File: src/rtl/pwm_pkg.sv
// pwm_pkg - shared definitions for the multi-channel PWM generator.
//   MODE_EDGE / MODE_CENTER : counting mode encodings (center_mode input)
//   state_t                 : top-level run state (IDLE, RUN)
//   ch_lsb()                : low bit of channel ch inside a packed per-channel bus
package pwm_pkg;

  localparam logic MODE_EDGE   = 1'b0;
  localparam logic MODE_CENTER = 1'b1;

  typedef enum logic {
    IDLE = 1'b0,
    RUN  = 1'b1
  } state_t;

  function automatic int unsigned ch_lsb(input int unsigned ch, input int unsigned width);
    return ch * width;
  endfunction

endpackage

File: src/rtl/pwm_compare.sv
// pwm_compare - one PWM output bit.
//   clk, rst : clock, asynchronous active-high reset
//   cnt_i    : counter value that will be current in the next cycle
//   duty_i   : duty value D of the bank that will be active next cycle
//   pol_i    : polarity of that bank (1 = active low)
//   idle_i   : next cycle is idle, drive the inactive level
//   out_o    : registered PWM output, aligned with the registered counter
module pwm_compare
  import pwm_pkg::*;
#(
  parameter int WIDTH = 16
) (
  input  logic             clk,
  input  logic             rst,
  input  logic [WIDTH-1:0] cnt_i,
  input  logic [WIDTH-1:0] duty_i,
  input  logic             pol_i,
  input  logic             idle_i,
  output logic             out_o
);

  logic out_q;

  // The counter never exceeds L (edge) or Le-1 (centre), so a duty value
  // beyond that range is naturally always active without forming L+1.
  always_ff @(posedge clk or posedge rst) begin
    if (rst) begin
      out_q <= 1'b0;
    end else if (idle_i) begin
      out_q <= pol_i;
    end else begin
      out_q <= (cnt_i < duty_i) ^ pol_i;
    end
  end

  assign out_o = out_q;

endmodule

File: src/rtl/pwm_multi.sv
// pwm_multi - multi-channel PWM generator with a shared period counter.
//   clk, rst       : clock, asynchronous active-high reset
//   enable         : run when 1, hold idle when 0
//   wave_length    : period setting L
//   high_time      : per-channel duty D[i] at [i*WIDTH +: WIDTH]
//   polarity       : per-channel active-low select
//   center_mode    : 0 = edge-aligned sawtooth, 1 = centre-aligned triangle
//   update         : strobe capturing the settings into the shadow bank
//   update_pending : shadow bank holds settings not yet applied
//   out            : registered PWM outputs
//   last_cycle     : registered, high in the final cycle of each period
module pwm_multi
  import pwm_pkg::*;
#(
  parameter int WIDTH    = 16,
  parameter int CHANNELS = 4
) (
  input  logic                      clk,
  input  logic                      rst,
  input  logic                      enable,
  input  logic [WIDTH-1:0]          wave_length,
  input  logic [CHANNELS*WIDTH-1:0] high_time,
  input  logic [CHANNELS-1:0]       polarity,
  input  logic                      center_mode,
  input  logic                      update,
  output logic                      update_pending,
  output logic [CHANNELS-1:0]       out,
  output logic                      last_cycle
);

  state_t                    state_q, state_d;
  logic [WIDTH-1:0]          cnt_q, cnt_d;
  logic                      down_q, down_d;
  logic                      last_q, last_d;
  logic                      pending_q, pending_d;

  logic [WIDTH-1:0]          sh_len_q;
  logic [CHANNELS*WIDTH-1:0] sh_duty_q;
  logic [CHANNELS-1:0]       sh_pol_q;
  logic                      sh_mode_q;

  logic [WIDTH-1:0]          act_len_q, act_len_d;
  logic [CHANNELS*WIDTH-1:0] act_duty_q, act_duty_d;
  logic [CHANNELS-1:0]       act_pol_q, act_pol_d;
  logic                      act_mode_q, act_mode_d;

  logic                      apply;
  logic                      idle_d;
  logic [WIDTH-1:0]          top_cnt;  // Le-1, turning point of the triangle

  always_comb begin
    // Shadow settings move to the active bank at a period boundary, or
    // whenever the block is (or is about to be) idle.
    apply      = pending_q && (state_q == IDLE || !enable || last_q);
    act_len_d  = apply ? sh_len_q  : act_len_q;
    act_duty_d = apply ? sh_duty_q : act_duty_q;
    act_pol_d  = apply ? sh_pol_q  : act_pol_q;
    act_mode_d = apply ? sh_mode_q : act_mode_q;

    top_cnt = (act_len_q == '0) ? '0 : act_len_q - 1'b1;

    state_d = RUN;
    cnt_d   = '0;
    down_d  = 1'b0;
    if (!enable) begin
      state_d = IDLE;
    end else if (state_q == IDLE || last_q) begin
      // start of a period: cnt 0, counting up
      state_d = RUN;
    end else if (act_mode_q == MODE_EDGE) begin
      cnt_d = cnt_q + 1'b1;
    end else if (!down_q) begin
      // the top value is held for a second cycle as the phase turns
      if (cnt_q == top_cnt) begin
        cnt_d  = cnt_q;
        down_d = 1'b1;
      end else begin
        cnt_d = cnt_q + 1'b1;
      end
    end else begin
      cnt_d  = cnt_q - 1'b1;
      down_d = 1'b1;
    end
    idle_d = (state_d == IDLE);

    if (idle_d) begin
      last_d = 1'b0;
    end else if (act_mode_d == MODE_EDGE) begin
      last_d = (cnt_d == act_len_d);
    end else begin
      last_d = down_d && (cnt_d == '0);
    end

    // a strobe on the boundary edge is captured after the old shadow moved on
    pending_d = update ? 1'b1 : (apply ? 1'b0 : pending_q);
  end

  always_ff @(posedge clk or posedge rst) begin
    if (rst) begin
      state_q    <= IDLE;
      cnt_q      <= '0;
      down_q     <= 1'b0;
      last_q     <= 1'b0;
      pending_q  <= 1'b0;
      sh_len_q   <= '0;
      sh_duty_q  <= '0;
      sh_pol_q   <= '0;
      sh_mode_q  <= MODE_EDGE;
      act_len_q  <= '0;
      act_duty_q <= '0;
      act_pol_q  <= '0;
      act_mode_q <= MODE_EDGE;
    end else begin
      state_q    <= state_d;
      cnt_q      <= cnt_d;
      down_q     <= down_d;
      last_q     <= last_d;
      pending_q  <= pending_d;
      act_len_q  <= act_len_d;
      act_duty_q <= act_duty_d;
      act_pol_q  <= act_pol_d;
      act_mode_q <= act_mode_d;
      if (update) begin
        sh_len_q  <= wave_length;
        sh_duty_q <= high_time;
        sh_pol_q  <= polarity;
        sh_mode_q <= center_mode;
      end
    end
  end

  // Each channel compares the next counter value with the next active bank,
  // so the registered output lines up with the registered counter.
  generate
    for (genvar gi = 0; gi < CHANNELS; gi++) begin : g_ch
      pwm_compare #(
        .WIDTH(WIDTH)
      ) u_cmp (
        .clk    (clk),
        .rst    (rst),
        .cnt_i  (cnt_d),
        .duty_i (act_duty_d[ch_lsb(gi, WIDTH) +: WIDTH]),
        .pol_i  (act_pol_d[gi]),
        .idle_i (idle_d),
        .out_o  (out[gi])
      );
    end
  endgenerate

  assign update_pending = pending_q;
  assign last_cycle     = last_q;

endmodule
File: config.mk
export PLATFORM = sky130hd
export DESIGN_NAME = pwm_multi
export DESIGN_NICKNAME = d
export VERILOG_FILES = /design/src/rtl/pwm_pkg.sv /design/src/rtl/pwm_compare.sv /design/src/rtl/pwm_multi.sv
export SDC_FILE = /design/constraint.sdc
export NUM_CORES = 1
export LEC_CHECK = 0
export CELL_PAD_IN_SITES_DETAIL_PLACEMENT = 1
export CELL_PAD_IN_SITES_GLOBAL_PLACEMENT = 2
export CORE_UTILIZATION = 30
export CTS_CLUSTER_SIZE = 20
export DETAILED_ROUTE_END_ITERATION = 10
export PLACE_DENSITY_LB_ADDON = 0.25
export SLEW_MARGIN = 5
export SYNTH_ARGS = -nofsm -noshare
export SYNTH_HDL_FRONTEND = slang
export SYNTH_SLANG_ARGS = --single-unit
File: constraint.sdc
create_clock -name clk -period 8.73 [get_ports clk]
set_clock_uncertainty 0.2 [all_clocks]
set_input_delay 2.1825 -clock clk [delete_from_list [all_inputs] [get_ports clk]]
set_output_delay 2.1825 -clock clk [all_outputs]
set_load 0.01 [all_outputs]
layer_met1.png
(2 px per µm) Cells faint in the background.
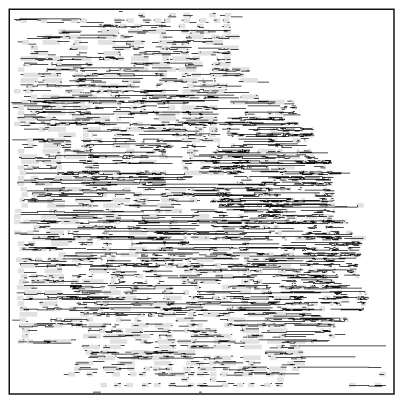
share of all routed wire	48%
longest straight run	46.5 µm
main direction	horizontal
via count: 7,670
WL final: 30.18 mm
global-route track usage on met1: 24.38%

layer_met4.png
(1.5 px per µm) Cells faint in the background.
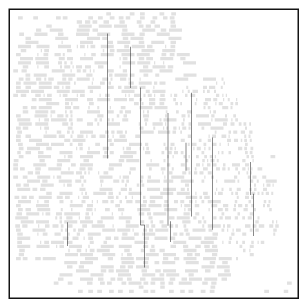
wire length on this layer	548 µm
nets with wire on the layer	8
longest straight run	91.4 µm

layer_met3.png
(1.5 px per µm) Cells faint in the background.
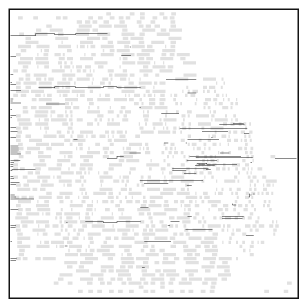
longest straight run	44.6 µm
wire length on this layer	867 µm
nets with wire on the layer	67
share of all routed wire	2.9%
main direction	horizontal
met3 usage: 2.375%

==> results_slide.txt <==
Key Metrics from the Run

Drt
  • 1st-iter DRT viols: 302
  • DRC viols: 0
  • Routed Antenna Nets: 0
  • First-pass iteration count of the detailed router: 4
  • Routed wl met2: 14.43 mm
  • WL/cell: 19.98 µm
  • Met1 wire length: 14.34 mm

Critical path
  • Worst-path maximum fanout: 12
  • Critical Path Stages: 22
  • Crit path to: g_ch[3].u_cmp.out_o
  • R2r setup slk: 2.46 ns
  • Crit-path max cell delay: 0.61 ns
  • Reg2Reg Depth: 22
  • Setup crit end kind: register
  • CP Launch Point: act_len_q[0]
  • Worst reg2reg path endpoint: g_ch[3].u_cmp.out_o
  • Crit-path cells: inv_1, ha_1, or3b_1, or4_1, a2111o_1, a21oi_1, o221ai_1, nand3b_1, a41oi_1, o31a_1, ha_1, a21o_1, a21oi_1, nor2b_1, o21ai_0, nand2b_1, a21oi_1, nor2b_1, o21ai_0, and4b_1, o21ai_0, xnor2_1
  • CP arrival: 6.40 ns
  • Crit-path leading delay family: AND-OR/OR-AND gates
  • Worst endpoint required time: 8.86 ns
  • Crit-path slowest cell: o31a_1
  • Setup CP Type: reg -> reg
  • Critical R2R Launch: act_len_q[0]
  • Crit start category: register

Cells and area
  • Reg area: 0.004855 mm²
  • Seq area share: 38.10%
  • Seq_cells: 194
  • Logic inverters: 76
  • # diodes: 0
  • Final net count: 1,190
  • Top Layout Cells: 194 x dfrtp_1, 111 x mux2_2, 93 x clkdlybuf4s50_1, 75 x inv_1, 65 x mux2i_1
  • Largest registers: act_duty_q: 64 flops, sh_duty_q: 64 flops
  • Post-Layout Cell Count: 1,511
  • Fill count: 3,903
  • Logic area: 0.005373 mm²
  • Final clock-cell share: 4.782%
  • Largest cell class: combinational gates
  • Final Core Density: 35.91%
  • Final instance area: 0.01274 mm²
  • Layout cells sized above 1: 17.14%
  • Multi-input gate count: 641
  • Layout non-clock buf frac: 8.130%
  • Non-clock buffer count: 107

Synth
  • Post-synth top cells: 194 x dfrtp_1, 111 x mux2_2, 76 x inv_1, 65 x mux2i_1, 64 x ha_1
  • Simple Share, Synth: 13.06%
  • Area fraction in compound gates: 8.434%
  • Top cell type's share of synthesized area: 45.01%
  • Synth async-reset ratio: 100.0%
  • Synth Cell Area: 0.01079 mm²
  • Fa+ha+maj area frac: 7.425%
  • Main flop type: dfrtp_1
  • Top comb family, area: multiplexers
  • Post-synthesis cell type count: 73
  • Net Count, Synth: 1,125
  • Ys cells: 972
  • Post-synth EDFFs: 0
  • Top cells by area: dfrtp_1 45%, mux2_2 12%, ha_1 7.4%, mux2i_1 6.0%, inv_1 2.6%
  • Synth Seq Share: 45.01%
  • Mux share: 17.62%
  • YS chip area: 0.01079 mm²
  • Ys flops: 194
  • Yosys xor share: 3.202%

Min path
  • Hold EP: act_duty_q[40]
  • Hold Crit Depth: 2
  • Hold Startpoint: act_duty_q[40]

Pwr
  • Pwr/cell area: 186.2 mW/mm²
  • Seq. pwr: 1.10 mW
  • Seq pwr share: 46.4%
  • Top power group: sequential cells
  • Clock power frac: 34.4%
  • Sw frac: 29.14%
  • Peak VDD IR: 112.8 µV
  • Int Power: 1.681 mW
  • Psw: 0.6913 mW
  • Combinational cell power: 0.454 mW
  • Leak pwr: 5.731 nW
  • Clock group power: 0.817 mW
  • Comb pwr share: 19.1%

Job
  • Tool warning count: 30

Final timing
  • Final setup margin: 2.464 ns
  • Relative slew slack: 21.89%
  • Post-Route Setup TNS: 0 ns
  • Tightest Pin Transition: 1.167 ns
  • Worst Hold Margin: 0.2972 ns
  • Slew Viols, Final: 0
  • Final tally of setup violations: 0
  • Maximum clock rate: 159.6 MHz

Clock tree
  • Clock sink count: 194
  • Hold-fix buffers, CTS: 0
  • Clk root buf: clkbuf_16
  • Setup Fix Bufs, Post-CTS: 0
  • Reg clk slew, reported paths: 0.07 ns
  • Skew-Pair Late Insertion Delay: 0.44 ns
  • H-tree levels: 4
  • Post-cts resize count: 0
  • Clk buf depth: 2

Floorplan
  • Die height: 191.6 µm
  • Core ar.: 0.03548 mm²
  • Ports: 95
  • Die width: 191.6 µm
  • Row cnt: 69
  • Die Area: 0.03671 mm²
  • Fp_density: 30.40%

Place
  • Place WS: 2.072 ns
  • Placed cell area: 0.01213 mm²
  • # placed instances: 1,479
  • Port Buffers: 94

Global route
  • Routing usage on met2: 28.18%
  • Largest net degree at the start of global routing: 127
  • Grt ovf: 0
  • Global routing's busiest layer: met2

Run status
  • Status: finished, final reports clean
Power is estimated from default activity; no workload was simulated.
